[config.mk]
export PLATFORM = sky130hd
export DESIGN_NAME = mem_arbiter
export DESIGN_NICKNAME = d
export VERILOG_FILES = /design/src/rtl/riscv_pkg.sv /design/src/rtl/mem_arbiter.sv
export SDC_FILE = /design/constraint.sdc
export NUM_CORES = 1
export LEC_CHECK = 0
export CELL_PAD_IN_SITES_DETAIL_PLACEMENT = 0
export CELL_PAD_IN_SITES_GLOBAL_PLACEMENT = 1
export CORE_AREA = 5 5 177 128
export CTS_CLUSTER_SIZE = 10
export DETAILED_ROUTE_END_ITERATION = 6
export DIE_AREA = 0 0 182 133
export PLACE_DENSITY_LB_ADDON = 0.3
export SETUP_SLACK_MARGIN = 0.15
export SYNTH_ARGS = -nofsm -noshare
export SYNTH_HDL_FRONTEND = slang
export SYNTH_SLANG_ARGS = --single-unit
[constraint.sdc]
create_clock -name clk -period 2.3 [get_ports clk]
set_clock_uncertainty 0.05 [all_clocks]
set_input_delay 0.575 -clock clk [delete_from_list [all_inputs] [get_ports clk]]
set_output_delay 0.575 -clock clk [all_outputs]
set_load 0.02 [all_outputs]
[src/rtl/riscv_pkg.sv]
// Shared definitions for the memory arbiter: FSM state encoding, default
// bus widths and the data-grant starvation limit.
package riscv_pkg;

  localparam int unsigned ARB_ADDR_W   = 32;
  localparam int unsigned ARB_DATA_W   = 32;
  localparam int unsigned STARVE_LIMIT = 4;

  typedef enum logic [1:0] {
    IDLE    = 2'd0,
    GRANT_I = 2'd1,
    GRANT_D = 2'd2
  } arb_state_t;

endpackage

[src/rtl/mem_arbiter.sv]
// Two-requester (fetch / load-store) arbiter in front of a single-port memory.
// Optional access timeout enabled by defining MEM_ARB_TIMEOUT_EN.
module mem_arbiter
  import riscv_pkg::*;
#(
  parameter int unsigned ADDR_W  = ARB_ADDR_W,
  parameter int unsigned DATA_W  = ARB_DATA_W,
  parameter int unsigned TIMEOUT = 16
) (
  input  logic                clk,
  input  logic                reset,
  input  logic                i_req,
  input  logic [ADDR_W-1:0]   i_addr,
  output logic                i_ack,
  output logic [DATA_W-1:0]   i_rdata,
  input  logic                d_req,
  input  logic                d_we,
  input  logic [ADDR_W-1:0]   d_addr,
  input  logic [DATA_W-1:0]   d_wdata,
  input  logic [DATA_W/8-1:0] d_be,
  output logic                d_ack,
  output logic [DATA_W-1:0]   d_rdata,
  output logic                mem_req,
  output logic                mem_we,
  output logic [ADDR_W-1:0]   mem_addr,
  output logic [DATA_W-1:0]   mem_wdata,
  output logic [DATA_W/8-1:0] mem_be,
  input  logic                mem_ack,
  input  logic [DATA_W-1:0]   mem_rdata,
  output logic                err
);

  if (TIMEOUT < 2 || TIMEOUT > 255) begin : g_bad_timeout
    $error("mem_arbiter: TIMEOUT must be within 2..255");
  end

  arb_state_t                r_state;
  logic                      r_mem_req;
  logic                      r_mem_we;
  logic [ADDR_W-1:0]         r_mem_addr;
  logic [DATA_W-1:0]         r_mem_wdata;
  logic [DATA_W/8-1:0]       r_mem_be;
  logic                      r_i_ack;
  logic                      r_d_ack;
  logic [DATA_W-1:0]         r_i_rdata;
  logic [DATA_W-1:0]         r_d_rdata;
  logic [2:0]                r_starve;
  logic                      w_timeout;
  logic                      w_done;
  logic [DATA_W-1:0]         w_rdata;
  logic                      w_fetch_wins;

`ifdef MEM_ARB_TIMEOUT_EN
  logic [7:0]                r_tcnt;
  logic                      r_err;
`endif

  always_comb begin
    w_timeout = 1'b0;
`ifdef MEM_ARB_TIMEOUT_EN
    w_timeout = (r_tcnt == 8'(TIMEOUT - 1));
`endif
    w_done       = mem_ack | w_timeout;
    // A timed-out access returns zero data; a real ack wins if both coincide.
    w_rdata      = mem_ack ? mem_rdata : '0;
    w_fetch_wins = i_req & (~d_req | (r_starve >= 3'(STARVE_LIMIT)));
  end

  always_ff @(posedge clk) begin
    if (reset) begin
      r_state     <= IDLE;
      r_mem_req   <= 1'b0;
      r_mem_we    <= 1'b0;
      r_mem_addr  <= '0;
      r_mem_wdata <= '0;
      r_mem_be    <= '0;
      r_i_ack     <= 1'b0;
      r_d_ack     <= 1'b0;
      r_i_rdata   <= '0;
      r_d_rdata   <= '0;
      r_starve    <= '0;
`ifdef MEM_ARB_TIMEOUT_EN
      r_tcnt      <= '0;
      r_err       <= 1'b0;
`endif
    end else begin
      r_i_ack <= 1'b0;
      r_d_ack <= 1'b0;
`ifdef MEM_ARB_TIMEOUT_EN
      r_err   <= 1'b0;
`endif
      case (r_state)
        IDLE: begin
`ifdef MEM_ARB_TIMEOUT_EN
          r_tcnt <= '0;
`endif
          // The ack cycle is a dead cycle: requesters still show req for it.
          if (!(r_i_ack || r_d_ack)) begin
            if (w_fetch_wins) begin
              r_state     <= GRANT_I;
              r_mem_req   <= 1'b1;
              r_mem_we    <= 1'b0;
              r_mem_addr  <= i_addr;
              r_mem_wdata <= '0;
              r_mem_be    <= '1;
              r_starve    <= '0;
            end else if (d_req) begin
              r_state     <= GRANT_D;
              r_mem_req   <= 1'b1;
              r_mem_we    <= d_we;
              r_mem_addr  <= d_addr;
              r_mem_wdata <= d_wdata;
              r_mem_be    <= d_be;
              r_starve    <= i_req ? r_starve + 3'd1 : '0;
            end
          end
        end
        GRANT_I, GRANT_D: begin
          if (w_done) begin
            r_state   <= IDLE;
            r_mem_req <= 1'b0;
            if (r_state == GRANT_I) begin
              r_i_ack   <= 1'b1;
              r_i_rdata <= w_rdata;
            end else begin
              r_d_ack   <= 1'b1;
              r_d_rdata <= w_rdata;
            end
`ifdef MEM_ARB_TIMEOUT_EN
            r_err <= w_timeout & ~mem_ack;
          end else begin
            r_tcnt <= r_tcnt + 8'd1;
`endif
          end
        end
        default: begin
          r_state   <= IDLE;
          r_mem_req <= 1'b0;
        end
      endcase
    end
  end

  assign mem_req   = r_mem_req;
  assign mem_we    = r_mem_we;
  assign mem_addr  = r_mem_addr;
  assign mem_wdata = r_mem_wdata;
  assign mem_be    = r_mem_be;
  assign i_ack     = r_i_ack;
  assign d_ack     = r_d_ack;
  assign i_rdata   = r_i_rdata;
  assign d_rdata   = r_d_rdata;
`ifdef MEM_ARB_TIMEOUT_EN
  assign err       = r_err;
`else
  assign err       = 1'b0;
`endif

endmodule

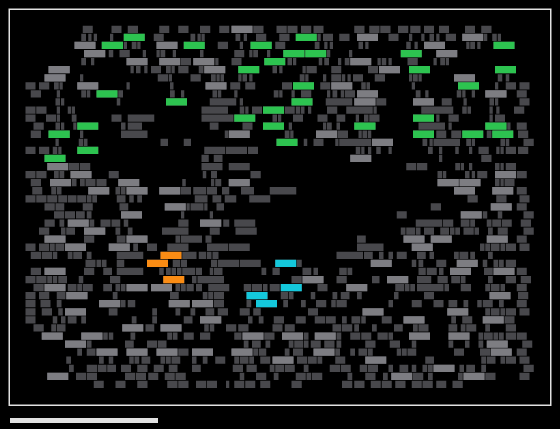
(images/flops_by_reg.png)
The bar under the picture is 50 µm long. Other sequential cells in the stronger gray, the rest of the logic in the fainter gray.
name in the netlist	color	flops
mem_be	cyan	4
r_starve	orange	3
d_rdata	green	32
sequential cell area share: 0.2998
Seq group: 2910 µW
Storage cell area: 0.002823 mm²

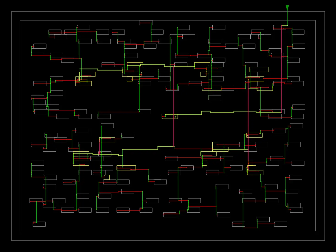
(images/clocks.png)
TritonCTS buffer count: 17
CTS Sinks: 141

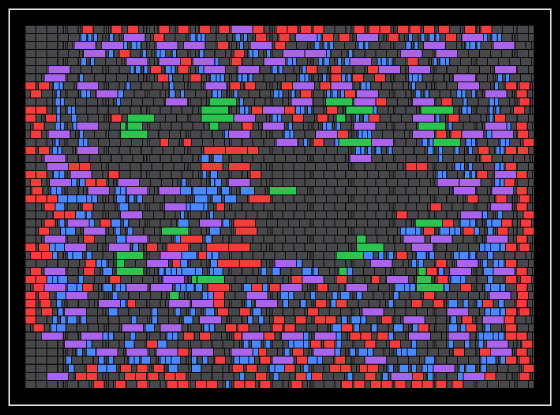
(images/placement_by_type.png)
Fill, decap, tap and diode cells in gray.
class	color	cells	share of their area
clock drivers and dummy loads	green	31	6.7%
combinational and other logic	blue	474	28%
other buffers and delay cells	red	296	34%
flops	purple	141	31%
Core Footprint: 0.02100 mm²
Finished Cell Area: 0.009417 mm²
Placement Rows: 45
fin util: 0.4484

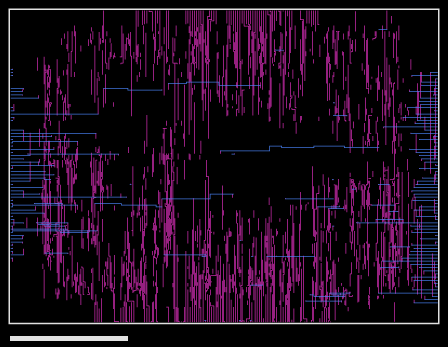
(images/wires.png)
The bar under the picture is 50 µm long. Only two layers are drawn.
layer	color	wire length
metal 2	magenta	9,840 µm
metal 3	blue	1,580 µm
Via Count: 6,072
DR WL/cell: 18.02 µm
final wirelength: 22.06 mm

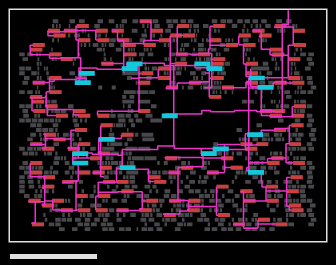
(images/clk_routes.png)
The bar under the picture is 50 µm long.
[clock drivers] cyan | count: 17
[clock wires] magenta | length: 2,080 µm
[flip-flops] red | count: 141
flops lie	widely spread
Clk. pwr: 2880 µW
clk latency late pin: 0.41 ns
clock power share: 0.348

==> deck_impl_summary.md <==
Key Metrics from the Run

Die
  • Die Y: 133 µm
  • DIE AREA: 0.02421 mm²

Timing
  • Final Max Slew Viols: 0
  • Final setup fails: 0
  • Fin crit period: 2.087 ns
  • Final hold vios: 0
  • Hold_ws: 0.4009 ns

Clock network
  • H-tree depth: 4
  • CTS root buf: clkbuf_16
  • CTS clk-pin slew, worst paths: 0.06 ns
  • Cts hold-fix bufs: 0

Cells and area
  • Fin cells: 1,224
  • Layout cells sized above 1: 0.06582

Yosys
  • Avg Inst Size Synth: 8.182 µm²
  • Fa+ha+maj area frac: 0.008801
  • Register share after synthesis: 0.4964
  • Top logic family: AND-OR/OR-AND gates

Placement
  • Post-Place Setup Slack: 0.1641 ns
  • Port bufs: 273

Global routing
  • Global route hottest layer: met2
  • GR Layer Usage met2: 0.2595
  • Largest net degree at the start of global routing: 72
  • Met3 Use GR: 0.05331

Route
  • Vias per inst: 4.961
  • WL met2: 9.836 mm

Power
  • Comb power: 2490 µW
  • Top Consumer: sequential cells
  • Leakage power: 0.003205 µW
  • P_sw: 2621 µW

Setup path
  • CP cell instances: clkdlybuf4s50_1
  • Worst r2r dst: r_starve[0]
  • CP arrival: 1.46 ns
  • Top Family by Delay on Critical Path: buffers and inverters
  • Startpoint types: flip-flop
  • Worst-path maximum fanout: 4
  • Buf/Inv on CP: 1
  • WP data required: 1.67 ns

Min path
  • Hold Path Stages: 2
  • Hold EP: mem_wdata[9]

Run
  • Max-cap viol count: 0

Outcome
  • Status: finished, final reports clean
==> synth_stat cells <==
| master | number | area [µm²] |
|---|---|---|
| a211oi_1 | 4 | 30.03 |
| a21oi_1 | 140 | 700.7 |
| a221o_1 | 1 | 10.01 |
| a221oi_1 | 1 | 8.760 |
| a311oi_1 | 32 | 280.3 |
| and2_1 | 1 | 6.260 |
| and3_1 | 1 | 6.260 |
| and3b_1 | 1 | 8.760 |
| buf_1 | 2 | 7.510 |
| buf_2 | 12 | 60.06 |
| buf_4 | 1 | 7.510 |
| buf_6 | 1 | 11.26 |
| clkbuf_1 | 64 | 240.2 |
| conb_1 | 1 | 3.750 |
| dfxtp_1 | 141 | 2823 |
| ha_1 | 4 | 50.05 |
| inv_1 | 5 | 18.77 |
| mux2i_1 | 2 | 20.02 |
| nand2_1 | 131 | 491.7 |
| nand2b_1 | 1 | 6.260 |
| nand3_1 | 33 | 165.2 |
| nand3b_1 | 1 | 7.510 |
| nand4_1 | 2 | 12.51 |
| nor2_1 | 2 | 7.510 |
| nor2_2 | 1 | 6.260 |
| nor2b_1 | 2 | 12.51 |
| nor3b_1 | 1 | 7.510 |
| o2111ai_1 | 33 | 289.0 |
| o211a_1 | 1 | 10.01 |
| o21a_1 | 1 | 7.510 |
| o21ai_0 | 56 | 280.3 |
| o21ai_1 | 13 | 65.06 |
| or2_1 | 1 | 6.260 |
| or3b_4 | 1 | 11.26 |
| or4_1 | 1 | 7.510 |
==> area by class of cell <==
class | count | area [µm²] | area share
timing repair buffer | 296 | 3078 | 0.3269
clock buffer | 19 | 452.9 | 0.04810
tap | 282 | 352.8 | 0.03747
multi-input combinational | 469 | 2534 | 0.2691
clock inverter | 12 | 157.7 | 0.01674
inverter | 5 | 18.77 | 0.001993
sequential | 141 | 2823 | 0.2998
Power figures rest on the tool's default switching activity, not on a simulated workload.
